**Run 1: cell density map**

(2 px per um) The die is cut into 14 by 14 equal tiles; white is low, dark blue is high, 0 to 100% covered.
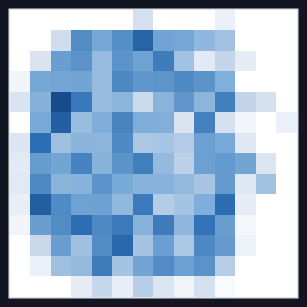
**Run 1: metal 1**

(2 px per um) Supply wires on this layer in gray.
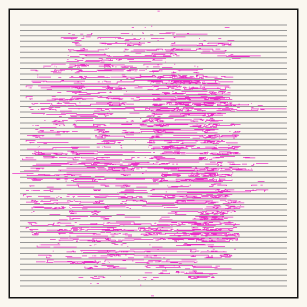
**Run 1: clock nets**

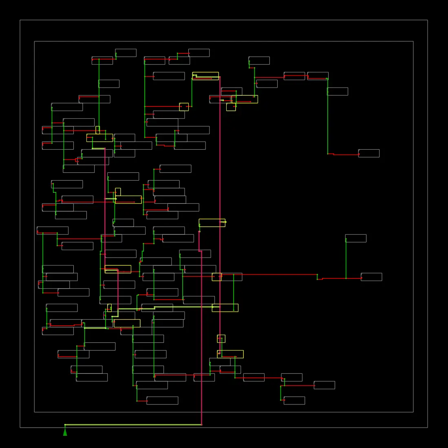
<file path="src/rtl/acumulador_multicanal.sv">
// acumulador_multicanal: CANAIS independent unsigned accumulators fed through
// a single operand register using a two-step Load/Transfer flow.
//
// Handshake: Load captures {M, CanalIn, Modo} into the operand register on any
// edge where Clear is high. Transfer commits the held operand only while an
// operand is pending (Cheio=1); a Transfer with Cheio=0 is ignored. Load and
// Transfer together commit the old operand and capture the new one in the same
// edge. A Load without Transfer while pending replaces the operand and pulses
// Descartado for one cycle.
module acumulador_multicanal #(
  parameter int TAMANHO = 16,
  parameter int CANAIS  = 4,
  parameter int SATURA  = 0
) (
  input  logic                        Clock,
  input  logic                        Clear,
  input  logic                        Load,
  input  logic [TAMANHO-1:0]          M,
  input  logic [$clog2(CANAIS)-1:0]   CanalIn,
  input  logic [1:0]                  Modo,
  input  logic                        Transfer,
  input  logic [$clog2(CANAIS)-1:0]   CanalOut,
  output logic [TAMANHO-1:0]          Saidas,
  output logic                        Cheio,
  output logic [CANAIS-1:0]           Overflow,
  output logic                        Descartado
);

  localparam int CL = $clog2(CANAIS);

  localparam logic [1:0] MODO_SOMA  = 2'b00;
  localparam logic [1:0] MODO_SUB   = 2'b01;
  localparam logic [1:0] MODO_ESCR  = 2'b10;
  localparam logic [1:0] MODO_LIMPA = 2'b11;

  typedef enum logic {VAZIO = 1'b0, PENDENTE = 1'b1} estado_t;

  estado_t              r_estado;
  logic [TAMANHO-1:0]   r_b_dado;
  logic [CL-1:0]        r_b_canal;
  logic [1:0]           r_b_modo;
  logic [TAMANHO-1:0]   r_acc [CANAIS];
  logic [CANAIS-1:0]    r_ovf;
  logic                 r_descartado;

  logic                 w_commit;
  logic [TAMANHO-1:0]   w_a;
  logic [TAMANHO:0]     w_soma;
  logic [TAMANHO:0]     w_dif;
  logic [TAMANHO-1:0]   w_res;
  logic                 w_ovf_set;
  logic                 w_ovf_clr;

  assign w_commit = (r_estado == PENDENTE) && Transfer;

  // Result and flag update for the channel addressed by the pending operand
  always_comb begin
    w_a       = r_acc[r_b_canal];
    w_soma    = {1'b0, w_a} + {1'b0, r_b_dado};
    w_dif     = {1'b0, w_a} - {1'b0, r_b_dado};
    w_res     = w_a;
    w_ovf_set = 1'b0;
    w_ovf_clr = 1'b0;
    case (r_b_modo)
      MODO_SOMA: begin
        w_ovf_set = w_soma[TAMANHO];
        w_res     = ((SATURA != 0) && w_soma[TAMANHO]) ? {TAMANHO{1'b1}}
                                                       : w_soma[TAMANHO-1:0];
      end
      MODO_SUB: begin
        // The extra top bit of the difference is the borrow out
        w_ovf_set = w_dif[TAMANHO];
        w_res     = ((SATURA != 0) && w_dif[TAMANHO]) ? {TAMANHO{1'b0}}
                                                      : w_dif[TAMANHO-1:0];
      end
      MODO_ESCR: begin
        w_res = r_b_dado;
      end
      MODO_LIMPA: begin
        w_res     = '0;
        w_ovf_clr = 1'b1;
      end
      default: begin
        w_res = w_a;
      end
    endcase
  end

  // Control FSM, operand register, accumulators and flags
  always_ff @(posedge Clock) begin
    if (!Clear) begin
      r_estado     <= VAZIO;
      r_b_dado     <= '0;
      r_b_canal    <= '0;
      r_b_modo     <= '0;
      r_ovf        <= '0;
      r_descartado <= 1'b0;
      for (int i = 0; i < CANAIS; i++) begin
        r_acc[i] <= '0;
      end
    end else begin
      r_descartado <= 1'b0;

      if (w_commit) begin
        r_acc[r_b_canal] <= w_res;
        if (w_ovf_clr) begin
          r_ovf[r_b_canal] <= 1'b0;
        end else if (w_ovf_set) begin
          r_ovf[r_b_canal] <= 1'b1;
        end
      end

      // Load always captures; the commit above has already used the old operand
      if (Load) begin
        r_b_dado  <= M;
        r_b_canal <= CanalIn;
        r_b_modo  <= Modo;
      end

      case (r_estado)
        VAZIO: begin
          if (Load) begin
            r_estado <= PENDENTE;
          end
        end
        PENDENTE: begin
          if (Load) begin
            r_descartado <= !Transfer;
          end else if (Transfer) begin
            r_estado <= VAZIO;
          end
        end
        default: begin
          r_estado <= VAZIO;
        end
      endcase
    end
  end

  assign Saidas     = r_acc[CanalOut];
  assign Cheio      = (r_estado == PENDENTE);
  assign Overflow   = r_ovf;
  assign Descartado = r_descartado;

endmodule

</file>
<file path="config.mk">
export PLATFORM = sky130hd
export DESIGN_NAME = acumulador_multicanal
export DESIGN_NICKNAME = d
export VERILOG_FILES = /design/src/rtl/acumulador_multicanal.sv
export SDC_FILE = /design/constraint.sdc
export NUM_CORES = 1
export LEC_CHECK = 0
export ABC_AREA = 0
export CELL_PAD_IN_SITES_DETAIL_PLACEMENT = 0
export CELL_PAD_IN_SITES_GLOBAL_PLACEMENT = 1
export CORE_MARGIN = 5
export CORE_UTILIZATION = 35
export DETAILED_ROUTE_END_ITERATION = 7
export PLACE_DENSITY_LB_ADDON = 0.2
export SYNTH_ARGS = -nofsm -noshare
export SYNTH_HDL_FRONTEND = slang
export SYNTH_SLANG_ARGS = --single-unit
</file>
<file path="constraint.sdc">
create_clock -name Clock -period 5.71 [get_ports Clock]
set_clock_uncertainty 0.2 [all_clocks]
set_input_delay 1.142 -clock Clock [delete_from_list [all_inputs] [get_ports Clock]]
set_output_delay 1.142 -clock Clock [all_outputs]
set_load 0.01 [all_outputs]
</file>
==> changes_impl.md, run 1 <==
### Metrics

- FF-to-FF path depth: 9
- Worst Hold Class: reg -> reg
- CTS tree: yes
- Power Sequential: 0.000772 W
- Tmin final: 4.49 ns
- PwrDens: 255 mW/mm^2
- Sw Share: 31.7%
- N_diodes: 0
- Final wirelength: 17600 um
- Simple share: 15.1%
- H-tree depth: 3
- Fin. max-slew vios: 0
- Sequential share of cell area: 34.8%
- Synth warn: 0
- Xor/xnor share: 1.40%
- Wire length on met3: 942 um
- Gr busiest metal: met2
- TAP cells: 225
- Final Total Pwr: 0.00182 W
- Mux area share: 15.1%
- Post-synthesis adder-cell area fraction: 7.86%
- Gate Area: 0.00345 mm^2
- Post-Syn Instances: 584
- Post-CTS Hold Fix Bufs: 0
- First-pass DRT Iterations: 5
- Clk tree area frac: 3.80%
- Max reg flops: 64
- Crit path to: Saidas[8]
- Largest net degree at the start of global routing: 36
- Drt wl/cell: 21.0 um
- Leakage: 2.64 nW
- Clock Latency Late Sink: 0.35 ns
- Most frequent logic cell in the layout: nor2_1
- Buffers on Ports: 47
- MI comb cells: 421
- I/O pin total: 48
- Startpoint types: input port
- Fill cells: 1691
- Worst Hold Depth: 2
- Most flop-heavy register: r_acc
- Met1 WL: 7760 um
- Synth top cell by count: nor2_1
- Synth area leaders: edfxtp_1 (31%), mux4_2 (12%), dfxtp_1 (9.0%), ha_1 (7.2%), nor2_1 (4.5%)
- Post-CTS setup buffer count: 0
- Cycle use final: 78.7%
- Clock buffer depth: 2
- Initial Util: 35.8%
- Crit path max fanout: 16
- Final tally of setup violations: 0
- Number of clock sinks: 92
- Met2 global-route usage: 29.8%
- Post-Place Cells: 825
- Initial antenna violation count: 0
- # rows: 48
- Fmax: 223 MHz
- Place WS: 1.18 ns
- Yosys stat area: 0.00624 mm^2
- Logic share of the area: 48.3%
- Nets@finish: 675
- Placer congestion estimate: 0.837
- Status: finished clean
- Routed Antenna Nets: 0
- Area share, top type: 30.8%
- Area leader, netlist: edfxtp_1
About 'cell density map':
nearly empty tiles	24%
fullest tile	89%
emptiest ninth of the die	upper right
tiles over 75% full	4.1%

About 'metal 1':
wire length on this layer	7760 um
share of all routed wire	44%
longest straight run	50.6 um

About 'clock nets':
clkbuf count: 11
Num CTS Buffers: 9

==> inputs of run 2 (changes only) <==
clock period = 3.8 ns   (was 5.71 ns; I/O delays follow)
==> changes_impl.md, run 2 <==
### Metrics

- Status: finished clean (unchanged)
- Drt wl/cell: 20.8 um (was 21.0 um)
- Yosys stat area: 0.00624 mm^2 (unchanged)
- Critical path depth in cells: 11 (was 3)
- Area Growth Syn to Fin: 20.3% (was 14.5%)
- Fill cells: 1687 (was 1691)
- Leakage: 2.84 nW (was 2.64 nW)
- Xor/xnor share: 1.40% (unchanged)
- MI comb cells: 421 (unchanged)
- CTS tree: yes (unchanged)
- Initial Util: 35.8% (unchanged)
- Area leader, netlist: edfxtp_1 (unchanged)
- Log Warnings: 44 (unchanged)
- Post-CTS Hold Fix Bufs: 0 (unchanged)
- Startpoint types: register (was input port)
- Post-CTS setup buffer count: 1 (was 0)
- DP HPWL: 13700 um (was 13100 um)
- Routed Antenna Nets: 0 (unchanged)
- R2R Setup Slk: 0.13 ns (was 1.35 ns)
- Gate Area: 0.00351 mm^2 (was 0.00345 mm^2)
- Gr busiest metal: met2 (unchanged)
- Met1 WL: 8430 um (was 7760 um)
- H-tree depth: 3 (unchanged)
- Nets@finish: 712 (was 675)
- Number of clock sinks: 92 (unchanged)
- Synth warn: 0 (unchanged)
- Worst path max stage delay: 0.55 ns (was 1.06 ns)
- Clk tree area frac: 3.68% (was 3.80%)
- I/O pin total: 48 (unchanged)
- Via-per-instance ratio: 5.56 (was 5.68)
- Met2 global-route usage: 30.0% (was 29.8%)
- Most frequent logic cell in the layout: nor2_1 (unchanged)
- Worst Hold Depth: 2 (unchanged)
- Placer congestion estimate: 0.862 (was 0.837)
- Num CTS Buffers: 9 (unchanged)
- GRT Overall Usage: 18.3% (was 17.7%)
- Logic share of the area: 46.7% (was 48.3%)
- Place WS: -0.0215 ns (was 1.18 ns)
- Max reg flops: 64 (unchanged)
- Worst Hold Class: reg -> reg (unchanged)
- Most flop-heavy register: r_acc (unchanged)
- Sequential share of cell area: 33.1% (was 34.8%)
- Mux area share: 15.1% (unchanged)
- Largest net degree at the start of global routing: 35 (was 36)
- Crit path max fanout: 8 (was 16)
- Clkbuf count: 10 (was 11)
- Clock Latency Late Sink: 0.35 ns (about the same)
- Crit path to: r_acc[2][13]$_SDFFCE_PN0P_ (was Saidas[8])
- Fmax: 272 MHz
- Final tally of setup violations: 0 (unchanged)
- Fin. max-slew vios: 0 (unchanged)
- Power Sequential: 0.00116 W (was 0.000772 W)
- Setup CP Type: reg -> reg (was in -> out)
- Sw Share: 32.0% (was 31.7%)
- N_diodes: 0 (unchanged)
- Post-synthesis adder-cell area fraction: 7.86% (unchanged)
- Buffers on Ports: 47 (unchanged)
- PwrDens: 380 mW/mm^2 (was 255 mW/mm^2)
- First-pass DRT Iterations: 5 (unchanged)
- Synth area leaders: edfxtp_1 (31%), mux4_2 (12%), dfxtp_1 (9.0%), ha_1 (7.2%), nor2_1 (4.5%) (unchanged)
- Wire length on met3: 784 um (was 942 um)
- Final wirelength: 18300 um (was 17600 um)
- Synth top cell by count: nor2_1 (unchanged)
- Synth Register Bits: 92 (unchanged)
- # rows: 48 (unchanged)
- Cycle use final: 96.6%
- Tmin final: 3.67 ns
- Initial antenna violation count: 0 (unchanged)
- Post-Place Cells: 860 (was 825)
- Area share, top type: 30.8% (unchanged)
- Power share of the combinational group: 28.8% (was 26.7%)
- Flip-flop and latch count: 92 (unchanged)
- Clock buffer depth: 2 (unchanged)
- FF-to-FF path depth: 11 (was 9)
- Simple share: 15.1% (unchanged)
- First-pass GRT wire length: 28500 um (was 27600 um)
- Final Total Pwr: 0.00285 W (was 0.00182 W)
- TAP cells: 225 (unchanged)
**Run 2: metal 1**

(2 px per um) Supply wires on this layer in gray.
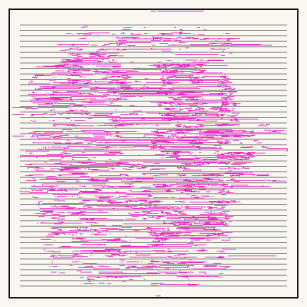
main direction	horizontal
longest straight run	61.6 um

**Run 2: metal 3**

(3 px per um)
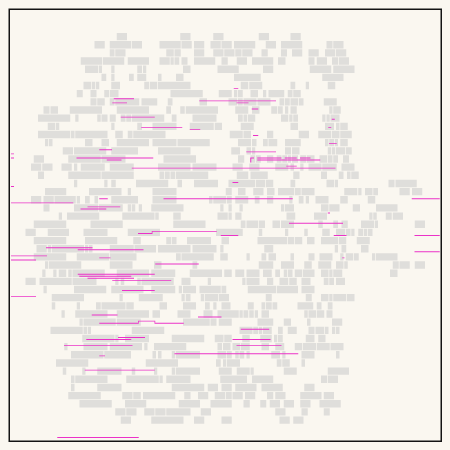
main direction	horizontal
nets with wire on the layer	50
wire length on this layer	785 um
longest straight run	67.6 um

No activity file was given, so power comes from the tool's default toggle rates.
